==> config.mk <==
export PLATFORM = sky130hd
export DESIGN_NAME = dcache_ctrl
export DESIGN_NICKNAME = d
export VERILOG_FILES = /design/src/rtl/dcache_pkg.sv /design/src/rtl/dcache_meta_array.sv /design/src/rtl/dcache_ctrl.sv
export SDC_FILE = /design/constraint.sdc
export NUM_CORES = 2
export LEC_CHECK = 0
export CELL_PAD_IN_SITES_DETAIL_PLACEMENT = 1
export CELL_PAD_IN_SITES_GLOBAL_PLACEMENT = 1
export CORE_UTILIZATION = 37
export CTS_CLUSTER_DIAMETER = 30
export DETAILED_ROUTE_END_ITERATION = 12
export PLACE_DENSITY_LB_ADDON = 0.15
export SKIP_CTS_REPAIR_TIMING = 1
export SLEW_MARGIN = 20
export SYNTH_ARGS = -nofsm -noshare
export SYNTH_HDL_FRONTEND = slang
export SYNTH_HIERARCHICAL = 1
export SYNTH_SLANG_ARGS = --single-unit
==> constraint.sdc <==
create_clock -name clk -period 15.41 [get_ports clk]
set_input_delay 3.082 -clock clk [delete_from_list [all_inputs] [get_ports clk]]
set_output_delay 3.082 -clock clk [all_outputs]
set_load 0.02 [all_outputs]
Figure 1. Signal wires on met1.
Bar = 200 um. Supply wires on this layer in grey.
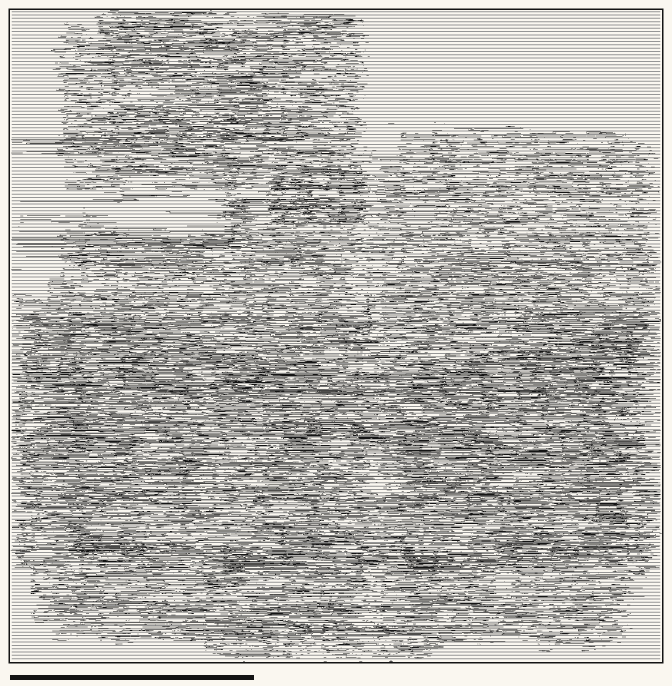
longest straight run = 164 um
nets with wire on the layer = 6362
count of vias placed by the detailed router: 60200
Post-Route WL: 361000 um
met1 Track Usage GR: 32.3%

Figure 2. Metal 2.
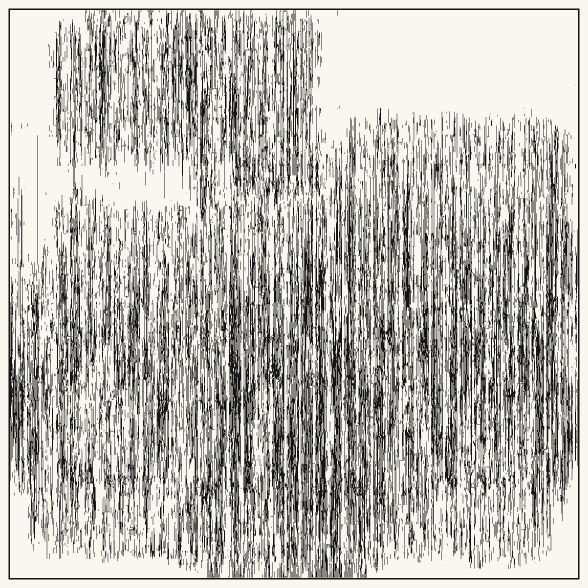
main direction = vertical
nets with wire on the layer = 6021
Global Route met2 Usage: 40.5%

Figure 3. Signal wires on met3.
Bar = 200 um.
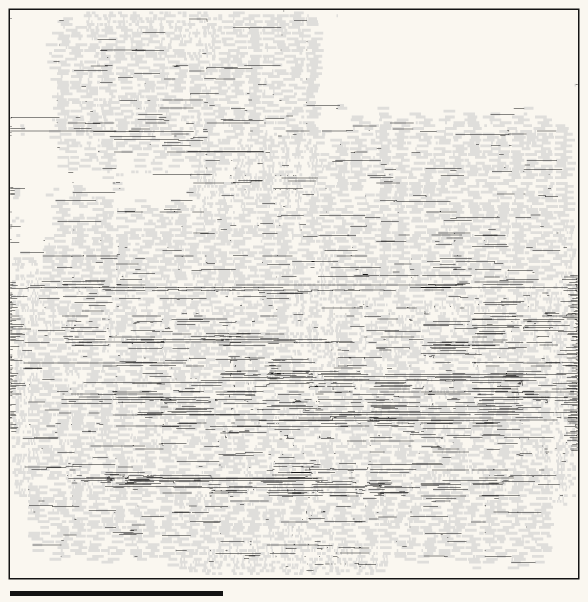
wire length on this layer = 23.8 mm
share of all routed wire = 6.6%
met3 Track Usage GR: 4.71%

Figure 4. The metal 4 layer.
Supply wires on this layer in grey.
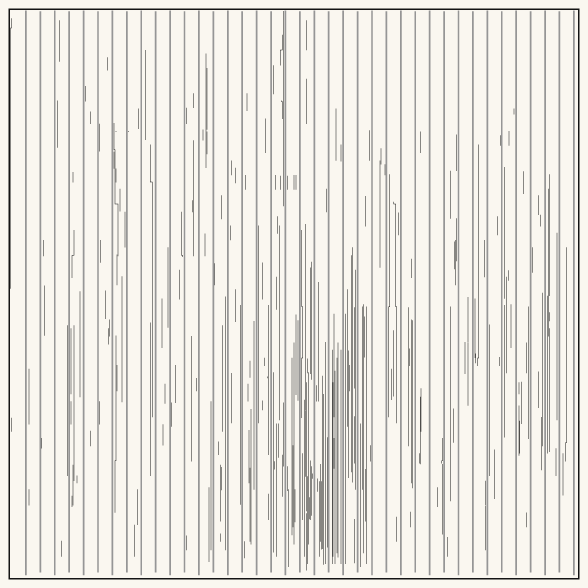
wire length on this layer = 17400 um
share of all routed wire = 4.8%

==> metrics.cfg <==
[outcome]
status = completed

[clock_network]
worstSkewPairLatency_ns = 1.00
cts_tree = done

[yosys]
synth-area-yosys_mm2 = 0.105
synth.mux.area_fraction_pct = 16.4
ys_top_cells_by_area = edfxtp_1 70%, mux4_2 13%, dfxtp_1 3.7%, nand2_1 1.8%, mux2_2 1.6%
yosys.area_share.adder_pct = 0.107
synth-edff-count = 2432
netlist_top_cells_count = 2432 x edfxtp_1, 616 x mux4_2, 497 x nand2_1
synth_simple_gate_area_share_pct = 3.22

[layout]
post-route-cell-area_mm2 = 0.134
num-nonclk-inverters = 6
seq_area_mm2 = 0.0769
most-common-layout-cells = 2432 x edfxtp_1, 616 x mux4_2, 595 x clkbuf_16
nets = 6614
clkbuf_count = 706
area.combinational_mm2 = 0.0268
largest_register_ff_count = 2048
sh_seq_area_pct = 57.4
area_share_clock_buf_inv_pct = 14.7
buffers = 631

[final_timing]
timing.final.ws_setup_ns = 2.81
max_clock_freq_mhz = 79.4
report.final.slew_viol_count = 0
report.final.setup_viol = 0
min_period_over_period_pct = 81.7
fin_skew_ns = 0.0764
hold_violations = 0

[setup_path]
total_stage_count_of_the_critical_path = 12
timing.critical_path.required_ns = 12.33
worst-r2r-cell-count = 12
kind_of_start_point_of_the_critical_path = input pin

[routing]
wl_per_cell_um = 33.9
route.layer.met1.wl_um = 147000

[global_routing]
antenna_found_initial = 50
first_pass_grt_wire_length_um = 496000
vias_in_the_first_global_route = 62900
global_route.peak_usage_layer = met2

[placed_design]
finalWeightedCongestion = 0.806
preCtsSetupSlack_ns = 2.65
place.detailed.hpwl_um = 215000

[floorplan]
initial_core_util_pct = 37.2

[power_and_ir_drop]
sequential_power_mw = 7.84
power.internal_mw = 16.5
power_switching_share_pct = 22.0
worst_ir_drop_vdd_mv = 0.0957
largestPowerGroup = clock
share_clk_of_total_power_pct = 58.3

